==> src/rtl/ray_pkg.sv <==
// Shared definitions for the primary-ray generator: default widths, the FSM state type
// and the word layout of a ray as presented to the ray FIFO.
package ray_pkg;

  localparam int D_BITS_DEF = 32;
  localparam int Q_BITS_DEF = 10;
  localparam int ONE_Q      = 1 << Q_BITS_DEF;

  typedef enum logic [1:0] {
    IDLE,
    EMIT,
    DONE
  } gen_state_t;

  localparam int RAY_OX = 0;
  localparam int RAY_OY = 1;
  localparam int RAY_OZ = 2;
  localparam int RAY_DX = 3;
  localparam int RAY_DY = 4;
  localparam int RAY_DZ = 5;

endpackage

==> src/rtl/ray_dir_calc.sv <==
// Combinational primary-ray direction for one pixel: centred integer pixel offsets
// scaled by the fixed-point pixel pitch, with the focal distance as the z component.
module ray_dir_calc
  import ray_pkg::*;
#(
  parameter int D_BITS = D_BITS_DEF,
  parameter int IMG_W  = 64,
  parameter int IMG_H  = 64,
  parameter int X_BITS = $clog2(IMG_W),
  parameter int Y_BITS = $clog2(IMG_H)
) (
  input  logic [X_BITS-1:0]      x,
  input  logic [Y_BITS-1:0]      y,
  input  logic [D_BITS-1:0]      pix_step,
  input  logic [D_BITS-1:0]      focal,
  output logic [2:0][D_BITS-1:0] dir
);

  logic signed [D_BITS-1:0] off_x;
  logic signed [D_BITS-1:0] off_y;
  logic signed [D_BITS-1:0] prod_x;
  logic signed [D_BITS-1:0] prod_y;

  // Offsets are plain integers, so int * Q-value is already in Q format; only the
  // low D_BITS of the product are kept, which a D_BITS-wide signed multiply yields.
  always_comb begin
    off_x  = $signed(D_BITS'(x)) - $signed(D_BITS'(IMG_W / 2));
    off_y  = $signed(D_BITS'(IMG_H / 2)) - $signed(D_BITS'(y));
    prod_x = off_x * $signed(pix_step);
    prod_y = off_y * $signed(pix_step);
    dir[0] = prod_x;
    dir[1] = prod_y;
    dir[2] = focal;
  end

endmodule

==> src/rtl/ray_generator.sv <==
// Camera-side ray source: walks the image in raster order and writes one primary ray
// per pixel into the downstream ray FIFO, stalling whenever the FIFO reports full.
module ray_generator
  import ray_pkg::*;
#(
  parameter int D_BITS = D_BITS_DEF,
  parameter int Q_BITS = Q_BITS_DEF,
  parameter int IMG_W  = 64,
  parameter int IMG_H  = 64,
  localparam int X_BITS = $clog2(IMG_W),
  localparam int Y_BITS = $clog2(IMG_H)
) (
  input  logic                   clock,
  input  logic                   reset,
  input  logic                   start,
  input  logic [2:0][D_BITS-1:0] cam_origin,
  input  logic [D_BITS-1:0]      pix_step,
  input  logic [D_BITS-1:0]      focal,
  input  logic                   out_full,
  output logic                   out_wr_en,
  output logic [5:0][D_BITS-1:0] ray_out,
  output logic [X_BITS-1:0]      pixel_x,
  output logic [Y_BITS-1:0]      pixel_y,
  output logic                   busy,
  output logic                   done
);

  if (Q_BITS >= D_BITS || IMG_W < 2 || IMG_H < 2 || (IMG_W % 2) != 0 || (IMG_H % 2) != 0)
  begin : g_bad_params
    $error("ray_generator: unsupported parameter combination");
  end

  localparam logic [X_BITS-1:0] X_LAST = X_BITS'(IMG_W - 1);
  localparam logic [Y_BITS-1:0] Y_LAST = Y_BITS'(IMG_H - 1);

  gen_state_t               state;
  logic [X_BITS-1:0]        x;
  logic [Y_BITS-1:0]        y;
  logic [2:0][D_BITS-1:0]   origin_q;
  logic [D_BITS-1:0]        step_q;
  logic [D_BITS-1:0]        focal_q;
  logic [2:0][D_BITS-1:0]   dir;

  assign out_wr_en = (state == EMIT) && !out_full;
  assign busy      = (state == EMIT);
  assign done      = (state == DONE);

  // Counters move only on an actual write, so backpressure can never skip or repeat a pixel.
  always_ff @(posedge clock or negedge reset) begin
    if (!reset) begin
      state    <= IDLE;
      x        <= '0;
      y        <= '0;
      origin_q <= '0;
      step_q   <= '0;
      focal_q  <= '0;
    end else begin
      case (state)
        IDLE: begin
          if (start) begin
            origin_q <= cam_origin;
            step_q   <= pix_step;
            focal_q  <= focal;
            x        <= '0;
            y        <= '0;
            state    <= EMIT;
          end
        end
        EMIT: begin
          if (out_wr_en) begin
            if (x == X_LAST) begin
              x <= '0;
              if (y == Y_LAST) begin
                y     <= '0;
                state <= DONE;
              end else begin
                y <= y + Y_BITS'(1);
              end
            end else begin
              x <= x + X_BITS'(1);
            end
          end
        end
        DONE:    state <= IDLE;
        default: state <= IDLE;
      endcase
    end
  end

  ray_dir_calc #(
    .D_BITS (D_BITS),
    .IMG_W  (IMG_W),
    .IMG_H  (IMG_H),
    .X_BITS (X_BITS),
    .Y_BITS (Y_BITS)
  ) u_dir (
    .x        (x),
    .y        (y),
    .pix_step (step_q),
    .focal    (focal_q),
    .dir      (dir)
  );

  assign ray_out[RAY_OX] = origin_q[0];
  assign ray_out[RAY_OY] = origin_q[1];
  assign ray_out[RAY_OZ] = origin_q[2];
  assign ray_out[RAY_DX] = dir[0];
  assign ray_out[RAY_DY] = dir[1];
  assign ray_out[RAY_DZ] = dir[2];
  assign pixel_x         = x;
  assign pixel_y         = y;

endmodule

==> config.mk <==
export PLATFORM = sky130hd
export DESIGN_NAME = ray_generator
export DESIGN_NICKNAME = d
export VERILOG_FILES = /design/src/rtl/ray_pkg.sv /design/src/rtl/ray_dir_calc.sv /design/src/rtl/ray_generator.sv
export SDC_FILE = /design/constraint.sdc
export NUM_CORES = 1
export LEC_CHECK = 0
export CORE_MARGIN = 2
export CORE_UTILIZATION = 55
export CTS_BUF_LIST = sky130_fd_sc_hd__clkbuf_8
export CTS_CLUSTER_DIAMETER = 40
export DETAILED_ROUTE_END_ITERATION = 8
export PLACE_DENSITY = 0.94
export SETUP_SLACK_MARGIN = 0.05
export SLEW_MARGIN = 20
export SYNTH_ARGS = -nofsm -noshare
export SYNTH_HDL_FRONTEND = slang
export SYNTH_SLANG_ARGS = --single-unit
export TNS_END_PERCENT = 20
==> constraint.sdc <==
create_clock -name clock -period 12 [get_ports clock]
set_clock_uncertainty 0.2 [all_clocks]
set_input_delay 2.4 -clock clock [delete_from_list [all_inputs] [get_ports clock]]
set_output_delay 2.4 -clock clock [all_outputs]
set_load 0.02 [all_outputs]
layers.png
Two of the layers only.
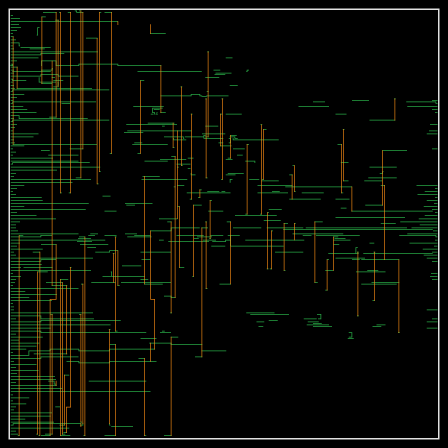
Green is M3, wire length 4140 um. Orange is M4, wire length 3030 um.

congestion_map.png
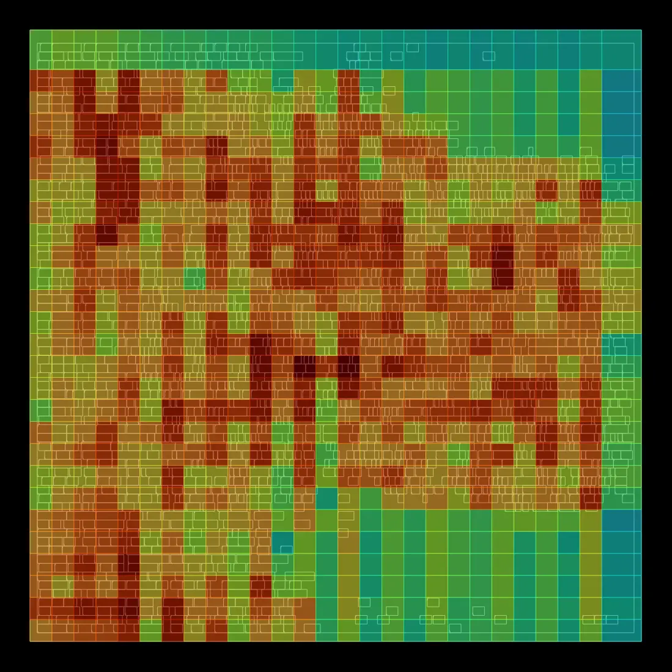
gr usage total: 30.6%
Core Util, Final: 68.7%
GRT Max-Usage Layer: met2

pinout.png
Pins as bars across the die edge, other pins in grey.
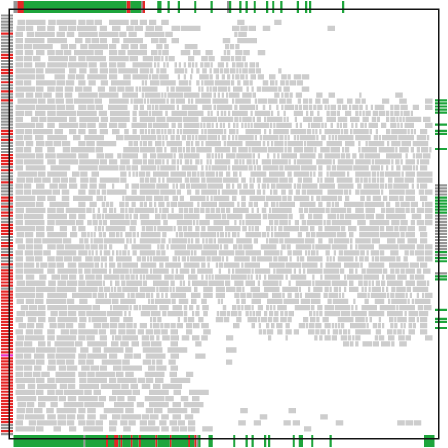
Green is ray_out, pins 192, direction output, edge 96 bottom, 72 top, 24 right. Red is cam_origin, pins 96, direction input, edge 80 left, 10 bottom, 6 top. Magenta is clock, pins 1, direction input, edge left.
All pins by edge: 139 left, 108 bottom, 82 top, 42 right.

clock_wires.png
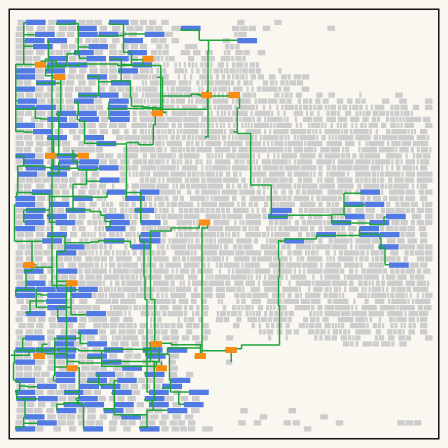
Orange is clock-net drivers, count 17. Green is clock wires, length 2590 um. Blue is flip-flops, count 174.
There are 18 routed clock nets.

==> impl_metrics.toml <==
# yosys + openroad results
[min_path]
hold_path_class = "reg -> reg"

[layout]
fillCellCount = 2371
signal_buffers = 380
clkCellAreaFrac_pct = 1.61
layout_top_cells = "clkdlybuf4s50_1 (369), inv_1 (306), fa_1 (266), and2_1 (256), dfrtp_1 (172)"
logic_area_mm2 = 0.0135

[grt]
antenna_found_initial = 7
grt_pass1_vias = 16700

[yosys]
synth-edff-count = 0
yosys_warnings = 0
netlist_area_mm2 = 0.0194
ys_seq_share_pct = 22.4

[timing]
relSlewSlack_pct = 24.2
period_minus_slack_ns = 9.94

[flow_run]
warnings = 32

[drt]
via_per_inst = 5.60
wl_met3_mm = 4.14
drc = 0
wl_met2_mm = 28.2
met1_length_mm = 18.3
via_count = 15200
drtIter0Drc = 833

[outcome]
outcome = "completed"

[worst_setup_path]
crit_required_ns = 9.40
worst_ep_arrival_time_ns = 7.34
crit_path_cell_trace = "inv_1, ha_1, nand2_1, xor2_1, and2_1, fa_1, fa_1, fa_1, inv_1, fa_1, inv_1, ha_1, o21a_1, o21a_1, a211oi_1, o21ai_1, and2_1, and3_1, o41ai_2, o21ai_1, xnor2_1, clkdlybuf4s50_1"

[floorplan]
num_rows = 68
core_mm2 = 0.0346

[place]
dpl.cell_count = 2675
flip-flops by register name, indices dropped and copies added, names as in the netlist:
register / cells
focal_q: 32
pixel_y: 6
ray_out: 96
state: 2
pixel_x: 6
step_q: 32
worst reg2reg max path, cell delays in order (launching register included):
cell,delay (ns)
dfrtp_1,1.10
ha_1,0.32
and3_1,0.20
nand3_1,0.15
a21oi_1,0.60
nand2_1,0.19
nor4_1,0.32
or2_2,0.16
metrics by stage:
| step | util, % |
|---|---|
| after floorplan | - |
| after global placement | 67.5 |
| after detailed placement | 67.5 |
| after CTS | 68.7 |
| after global routing | 68.7 |
| final | 68.7 |
layer usage:
metal | vias to the layer above | global-route usage, %
li1 | 6650 | -
met1 | 7656 | 33.0
met2 | 678 | 55.3
met3 | 173 | 7.58
met4 | 6 | 16.3
met5 | - | 0
final timing paths:
check | from | to | slack (ns) | depth (start not counted)
setup / recovery | pixel_y[1] | ray_out[159] | 2.06 | 22
hold / removal | ray_out[0] | ray_out[0] | 0.31 | 1
setup reg to reg | pixel_x[1] | pixel_y[5] | 8.72 | 7
hold reg to reg | ray_out[0] | ray_out[0] | 0.31 | 1
max in group asynchronous | reset | pixel_x[0] | 8.20 | 2
min in group asynchronous | reset | focal_q[28] | 1.76 | 1
synth_stat cells (2+ instances only):
master / n / share of area [%]
ha_1: 133 / 8.6
a31o_2: 2 / 0.090
a21oi_1: 51 / 1.3
o21a_1: 12 / 0.46
xnor2_1: 65 / 2.9
a221oi_1: 2 / 0.090
nor4b_1: 2 / 0.090
mux2_2: 160 / 9.3
nor2_1: 60 / 1.2
nand3_1: 15 / 0.39
a211oi_1: 6 / 0.23
nand2_1: 132 / 2.6
a21o_1: 28 / 1.1
mux2i_1: 2 / 0.10
o31ai_1: 2 / 0.077
o21ai_0: 30 / 0.77
xor2_1: 16 / 0.72
buf_1: 4 / 0.077
nor4_1: 4 / 0.13
nor3_1: 16 / 0.41
nand4b_1: 2 / 0.090
nor2b_1: 5 / 0.16
o21bai_1: 9 / 0.35
or3_1: 2 / 0.064
o211ai_1: 5 / 0.19
o21ai_1: 5 / 0.13
clkbuf_1: 92 / 1.8
and3_1: 6 / 0.19
and4_1: 2 / 0.090
nand2b_1: 5 / 0.16
and2_1: 256 / 8.3
a31oi_1: 3 / 0.097
inv_1: 306 / 5.9
nand4_1: 9 / 0.29
or2_2: 31 / 1.0
fa_1: 266 / 27
dfrtp_1: 174 / 22
cell families after synthesis:
logic type	synth area share, %
mux	9.39
simple gates	15.2
compound gates	5.44
flops	22.4
xor+xnor	3.66
buf+inv	7.85
fa+ha+maj	36.0
